**Run 1: cell sizes after repair**

Drawn at 4 px/um.
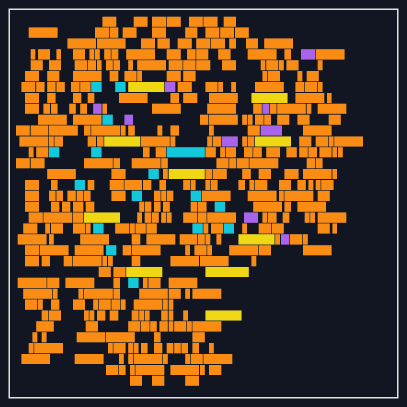
**Run 1: placed standard cells**

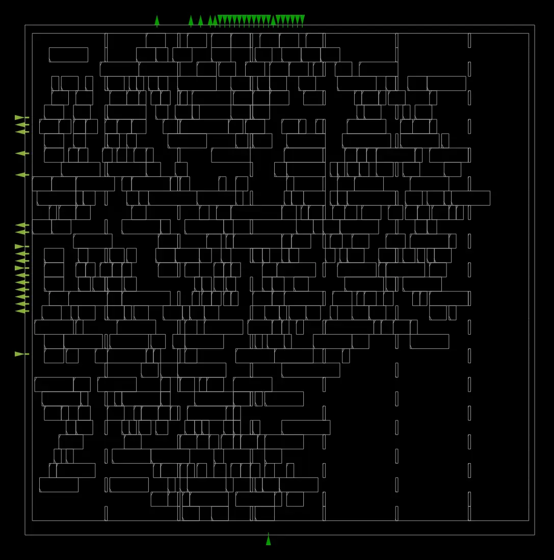
**Run 1: M3 wires**

Drawn at 3 px/um.
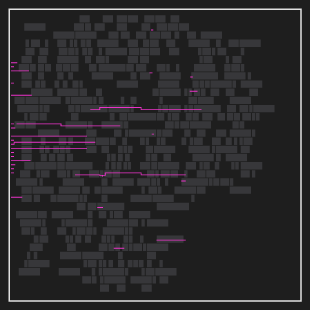
**Run 1: sequential cells grouped by signal name**

Drawn at 4 px/um. Other sequential cells in the stronger gray, the rest of the logic in the fainter gray.
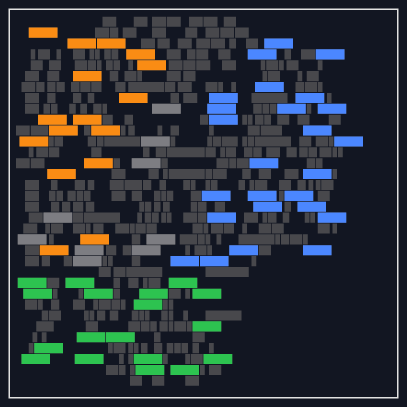
### src/rtl/proc_run_controller.sv
// Run/step/halt sequencer for the board-level pipelined processor.
// Emits a one-cycle proc_enable advance pulse from the board clock.
module proc_run_controller #(
  parameter int RATE_DIV        = 25000000,
  parameter int CNT_W           = 25,
  parameter int DEBOUNCE_CYCLES = 250000,
  parameter int DB_W            = 18
) (
  input  logic        clock,
  input  logic        reset,
  input  logic        run_sw,
  input  logic        step_btn,
  input  logic        bp_enable,
  input  logic [7:0]  bp_address,
  input  logic [7:0]  program_counter,
  input  logic        instr_stop,
  output logic        proc_enable,
  output logic [1:0]  state,
  output logic [15:0] step_count,
  output logic        halted_bp
);

  typedef enum logic [1:0] {
    S_IDLE = 2'b00,
    S_RUN  = 2'b01,
    S_STEP = 2'b10,
    S_HALT = 2'b11
  } state_t;

  localparam logic [CNT_W-1:0] DIV_LAST =
    CNT_W'(RATE_DIV - 1);
  localparam logic [DB_W-1:0] DB_LAST =
    DB_W'(DEBOUNCE_CYCLES - 1);

  logic            sync1, sync2;
  logic            stable, stable_q;
  logic [DB_W-1:0] db_cnt;
  logic            differ, db_done, press;

  state_t           st, st_n;
  logic [CNT_W-1:0] div, div_n;
  logic             pe, pe_n;
  logic [15:0]      cnt, cnt_n;
  logic             armed, armed_n;
  logic             hbp, hbp_n;
  logic             fire, div_end, bp_hit;

  assign differ  = sync2 ^ stable;
  assign db_done = differ && (db_cnt == DB_LAST);
  assign press   = stable & ~stable_q;

  always_ff @(posedge clock) begin
    if (!reset) begin
      sync1    <= 1'b0;
      sync2    <= 1'b0;
      stable   <= 1'b0;
      stable_q <= 1'b0;
      db_cnt   <= '0;
    end else begin
      sync1    <= step_btn;
      sync2    <= sync1;
      stable_q <= stable;
      if (!differ) begin
        db_cnt <= '0;
      end else if (db_done) begin
        db_cnt <= '0;
        stable <= ~stable;
      end else begin
        db_cnt <= db_cnt + DB_W'(1);
      end
    end
  end

  assign div_end = (div == DIV_LAST);
  assign bp_hit  = bp_enable && armed &&
                   (program_counter == bp_address);

  always_comb begin
    st_n    = st;
    div_n   = div;
    pe_n    = 1'b0;
    cnt_n   = cnt;
    armed_n = armed;
    hbp_n   = hbp;
    fire    = 1'b0;
    unique case (st)
      S_IDLE: begin
        if (run_sw) begin
          st_n  = S_RUN;
          div_n = '0;
        end else if (press) begin
          st_n = S_STEP;
          fire = 1'b1;
        end
      end
      S_STEP: begin
        st_n = S_IDLE;
      end
      S_RUN: begin
        if (instr_stop) begin
          st_n = S_HALT;
        end else if (!run_sw) begin
          st_n  = S_IDLE;
          div_n = '0;
        end else if (div_end && bp_hit) begin
          st_n    = S_HALT;
          hbp_n   = 1'b1;
          armed_n = 1'b0;
          div_n   = '0;
        end else if (div_end) begin
          div_n = '0;
          fire  = 1'b1;
        end else begin
          div_n = div + CNT_W'(1);
        end
      end
      S_HALT: begin
        if (instr_stop) begin
          if (!run_sw) begin
            st_n  = S_IDLE;
            hbp_n = 1'b0;
          end
        end else if (press) begin
          st_n  = S_STEP;
          hbp_n = 1'b0;
          fire  = 1'b1;
        end else if (!run_sw) begin
          st_n  = S_IDLE;
          hbp_n = 1'b0;
        end
      end
      default: st_n = S_IDLE;
    endcase
    // Every advance pulse re-arms the breakpoint so it can trip again
    if (fire) begin
      pe_n    = 1'b1;
      cnt_n   = cnt + 16'd1;
      armed_n = 1'b1;
    end
  end

  always_ff @(posedge clock) begin
    if (!reset) begin
      st    <= S_IDLE;
      div   <= '0;
      pe    <= 1'b0;
      cnt   <= '0;
      armed <= 1'b1;
      hbp   <= 1'b0;
    end else begin
      st    <= st_n;
      div   <= div_n;
      pe    <= pe_n;
      cnt   <= cnt_n;
      armed <= armed_n;
      hbp   <= hbp_n;
    end
  end

  assign proc_enable = pe;
  assign state       = st;
  assign step_count  = cnt;
  assign halted_bp   = hbp;

endmodule

### config.mk
export PLATFORM = sky130hd
export DESIGN_NAME = proc_run_controller
export DESIGN_NICKNAME = d
export VERILOG_FILES = /design/src/rtl/proc_run_controller.sv
export SDC_FILE = /design/constraint.sdc
export NUM_CORES = 1
export LEC_CHECK = 0
export ABC_CLOCK_PERIOD_IN_PS = 2600
export CORE_UTILIZATION = 35
export CTS_BUF_LIST = sky130_fd_sc_hd__clkbuf_16
export DETAILED_ROUTE_END_ITERATION = 16
export HOLD_SLACK_MARGIN = 0.1
export SYNTH_ARGS = -nofsm -noshare
export SYNTH_HDL_FRONTEND = slang
export SYNTH_SLANG_ARGS = --single-unit
export TNS_END_PERCENT = 100
### constraint.sdc
create_clock -name clock -period 2.6 [get_ports clock]
set_input_delay 0.52 -clock clock [delete_from_list [all_inputs] [get_ports clock]]
set_output_delay 0.52 -clock clock [all_outputs]
set_load 0.01 [all_outputs]
==> metrics.cfg, run 1 <==
[outcome]
status=complete, no violations

[die]
num_rows=34
die-area_sq_um=9370
fp-utilization_pct=36.1
die_h_um=96.8

[detailed_routing]
wl_met3_um=241
drcViolationCount=0
viasPerCell=5.08
ant_nets=0
drt_iter0_markers=116
top_layer=met4
drt_wl_total_um=6650
met1_length_um=3260

[place]
gp_congestion=0.782
dp_cells=517
placement.cell_area_sq_um=3750

[synth]
fp_nets=387
aoi_share_pct=7.56
ys_sh_mux_pct=0.995
top_cell=dfxtp_1
syn_area_per_cell_sq_um=8.69
synth-seq-cells=68
ys.flop_type=dfxtp_1
xor_area_share_pct=15.0
synthTopCellsByCount=68 x dfxtp_1, 64 x nor2_1, 38 x xor2_1
postSynthSeqShare_pct=43.3
yosysCellCount=362

[clock_network]
cts_hold_buf=0
cts_buffers=9
clkLatencyLatePin_ns=0.33
cts_setup_buffers=0
cts_max_level=3
cts_tree=built
cts_sinks=68

[timing]
finalSetupTns_ns=0
max_freq_mhz=404
tightest_slew_ns=0.655
hold-worst-slack_ns=0.441
clock_skew_ns=0.00408
max_slew_margin_pct=56.0
maxSlewViolCount=0
finalClockPeriodUsage_pct=95.2
fin_crit_ns=2.48

[critical_path]
r2r_start=div[0]
startpoint_type=primary input
crit_required_ns=2.82
critPathMaxStageDelay_ns=0.60
crit_path_end=step_count[1]
cpMaxStageDelayCell=nor4_1
startpoint=bp_address[6]
crit_fanout=10
crit_chain=clkdlybuf4s50_1, xor2_1, nor4_1, a311oi_4, nor2_2, buf_4, mux2i_1, nor2_1

[layout]
combGateArea_sq_um=1720
mostFrequentLayoutCells=68 x dfxtp_1, 64 x nor2_1, 41 x clkdlybuf4s50_1, 38 x xor2_1, 24 x nand3_1
regMostFlops=div
largest_register_ffs=25
nets=445
final_cells=531
layout_top_cell=dfxtp_1

[power_and_ir_drop]
p_leak_nw=1.42
powerDensity_nw_per_um2=572
finalPower_mw=2.31
peakVddDrop_mv=0.286

[worst_hold_path]
min-delay-start=sync1
min-delay-path-class=reg -> reg
whs_path_depth=1

[global_routing]
met2_usage_pct=23.9
antenna_found_initial=0
grt_pass1_vias=2582
grt_pass1_wl_um=11500
grt.overflow.total=0
gr-usage-met1_pct=18.2

[job]
warnings=26

-- 'cell sizes after repair' (at the start) --
[yellow] drive 6 and up | cells: 10
[purple] drive 2 | cells: 9
[cyan] drive 3 to 4 | cells: 16
[orange] drive 1 or less | cells: 388
final worst slack: 0.125 ns
nonclk buf count: 56
Layout Area Growth over Synthesis: 28.3%
post-route cell area: 4030 sq um

-- 'placed standard cells' (at the start) --
fraction of area in registers: 33.8%
core area: 8720 sq um
flop count: 68

-- 'M3 wires' (at the start) --
main direction: horizontal
longest straight run: 26.9 um
vias post-DR: 2700
met3 GRT Util: 3.90%

-- 'sequential cells grouped by signal name' (at the start) --
[green] db_cnt | flops: 18
[orange] step_count | flops: 16
[blue] div | flops: 25
not colored: 9
Sequential Area: 1360 sq um
seq pwr: 1.06 mW
Core Util, Final: 46.2%

run 1: area by class of cell:
| cell class | count | area share, % |
|---|---|---|
| timing repair buffer | 56 | 13.0 |
| inverter | 5 | 0.465 |
| tap | 108 | 3.35 |
| multi-input combinational | 280 | 42.7 |
| sequential | 68 | 33.8 |
| clock inverter | 5 | 1.15 |
| clock buffer | 9 | 5.58 |
run 1: critical path, delay by kind of cell:
kind,cells,cell delay (ns)
compound gates,1,0.24
buf+inv,2,0.61
mux,1,0.17
simple gates,3,0.98
xor+xnor,1,0.16
run 1: report_power, final:
group | switching (mW) | internal [mW] | leakage, nW
Combinational | 0.0570 | 0.0618 | 0.734
Sequential | 0.00858 | 1.05 | 0.549
Clock | 0.412 | 0.718 | 0.137
Total | 0.478 | 1.83 | 1.42
## Run 2: what changed since run 1
GPL_TIMING_DRIVEN = 0   (was not set)
SLEW_MARGIN = 20   (was not set)
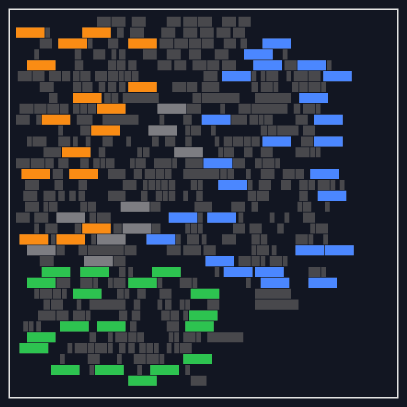
**Above:** run 2 (sequential cells grouped by signal name).
Drawn at 4 px/um. Other sequential cells in the stronger gray, the rest of the logic in the fainter gray.
fraction of area in registers: 33.6%
Core Util, Final: 46.4%

==> run 2 against run 1 <==
Effect of this change: core utilization increased by 0.16 points; first-iteration DRC count decreased by 32%; synthesized cell count unchanged; largest cell class unchanged.
==> metrics.cfg, run 2 <==
[die]
coreArea_sq_um=8720  ; unchanged
die_h_um=96.8  ; unchanged
die-area_sq_um=9370  ; unchanged
num_rows=34  ; unchanged

[critical_path]
crit_chain=clkdlybuf4s50_1, xor2_1, nor3_1, a311oi_4, o211ai_1, buf_4, xor2_1, nor2_1
critPathMaxStageDelay_ns=0.42  ; -0.18 ns
path_buffers=2  ; unchanged
cp_top_family=AND-OR/OR-AND gates
cpMaxStageDelayCell=clkdlybuf4s50_1
crit_fanout=5  ; -5
cp.depth=8  ; unchanged
r2r_start=state[0]
crit_required_ns=2.80  ; -0.02 ns
startpoint_type=primary input
startpoint=bp_address[7]

[timing]
finalClockPeriodUsage_pct=88.1  ; -7.1 points
clock_skew_ns=0.00579  ; +0.00172 ns
max_freq_mhz=436  ; +8.0%
max_slew_margin_pct=54.7  ; -1.3 points
maxSlewViolCount=0  ; unchanged
tightest_slew_ns=0.674  ; +0.0194 ns

[synth]
postSynthSeqShare_pct=43.3  ; unchanged
aoi_share_pct=7.56  ; unchanged
synth-seq-cells=68  ; unchanged
ys.flop_type=dfxtp_1
top_cell=dfxtp_1
fp_nets=387  ; unchanged
xor_area_share_pct=15.0  ; unchanged
ys_sh_mux_pct=0.995  ; unchanged
synthTopCellsByCount=68 x dfxtp_1, 64 x nor2_1, 38 x xor2_1
synth_cells=362
largest_area_cell=dfxtp_1
syn_area_per_cell_sq_um=8.69  ; unchanged
yosysCellCount=362  ; unchanged

[global_routing]
grt.overflow.total=0  ; unchanged
grt_pass1_wl_um=11400  ; -0.72%
grt_pass1_vias=2478  ; -4.0%
grt_start_max_net_pins=13

[layout]
regMostFlops=div
nets=443  ; -0.45%
logic_gate_count=280  ; unchanged
clock_area_share_pct=7.27  ; +0.53 points
seq_cells=68  ; unchanged
mostFrequentLayoutCells=68 x dfxtp_1, 64 x nor2_1, 38 x xor2_1, 38 x clkdlybuf4s50_1, 24 x nand3_1
nClkBuffers=9  ; unchanged
syn_to_final_growth_pct=28.7
largest_class=multi-input combinational cells
nonClkBufAreaFrac_pct=12.2  ; -0.72 points
layout_top_cell=dfxtp_1
largest_register_ffs=25  ; unchanged
nNonClkInverters=5  ; unchanged
comb_share_pct=43.0  ; +0.32 points
postLayoutCellArea_sq_um=4050  ; +0.34%
buffers=54  ; -3.6%
combGateArea_sq_um=1740  ; +1.1%

[detailed_routing]
met1_length_um=3260  ; about the same
wl_met3_um=283  ; +17%
drt_iter0_markers=79  ; -32%
via_count=2621  ; -2.9%
top_layer=met4
ant_nets=0  ; unchanged
drcViolationCount=0  ; unchanged

[power_and_ir_drop]
p_sw_mw=0.523  ; +9.4%
power-top-group=the clock network
powerDensity_nw_per_um2=585  ; +2.3%
peakVddDrop_mv=0.397  ; +39%
p_clk_mw=1.19  ; +5%
powerComb_mw=0.119  ; about the same
intPower_mw=1.85  ; +0.83%
switching_share_pct=22.1  ; +1.4 points
clkPwrFrac_pct=50.4  ; +1.4 points
pwr-share-seq_pct=44.6  ; -1.3 points
seq-power_mw=1.06  ; about the same
p_comb_share_pct=5.0  ; about the same
p_leak_nw=1.42  ; about the same

[clock_network]
cts_buffers=9  ; unchanged
cts_tree=built
cts_sinks=68  ; unchanged
cts_max_level=3  ; unchanged
cts_hold_buf=0  ; unchanged
clkLatencyLatePin_ns=0.33  ; about the same
cts_setup_buffers=0  ; unchanged

[outcome]
status=complete, no violations

[place]
dp_cells=510  ; -1.4%
placement.cell_area_sq_um=3680  ; -1.9%
gp_congestion=0.761  ; -2.6%

[worst_hold_path]
min-delay-start=reset
min-delay-path-class=in -> reg

[job]
cap_violations=0
warnings=26  ; unchanged

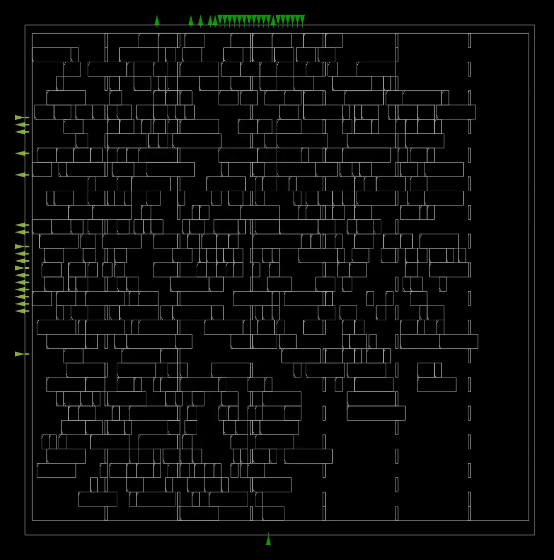
**Above:** run 2 (placed standard cells).
layout filler cell count: 830
non-filler cells, final: 531
Well Taps: 108

## run 2: layer usage
metal / GRT usage, % / vias up
met5: 0 / -
met4: 5.17 / 0
met3: 4.84 / 9
met2: 23.2 / 30
met1: 19.1 / 1210
li1: - / 1372
## run 2: stage by stage
step / TNS [ns] / total power, mW / worst slack [ns] / hold WS [ns]
6_report: 0 / 2.37 / 0.308 / 0.405
5_1_grt: 0 / 2.46 / 0.113 / 0.401
4_1_cts: 0 / 2.39 / 0.0106 / 0.396
3_5_place_dp: -10.58 / 1.19 / -0.520 / 0.432
3_3_place_gp: -9.48 / 1.19 / -0.496 / 0.414
2_1_floorplan: 0 / 1.14 / 0.442 / 0.412
No activity file was given, so power comes from the tool's default toggle rates.
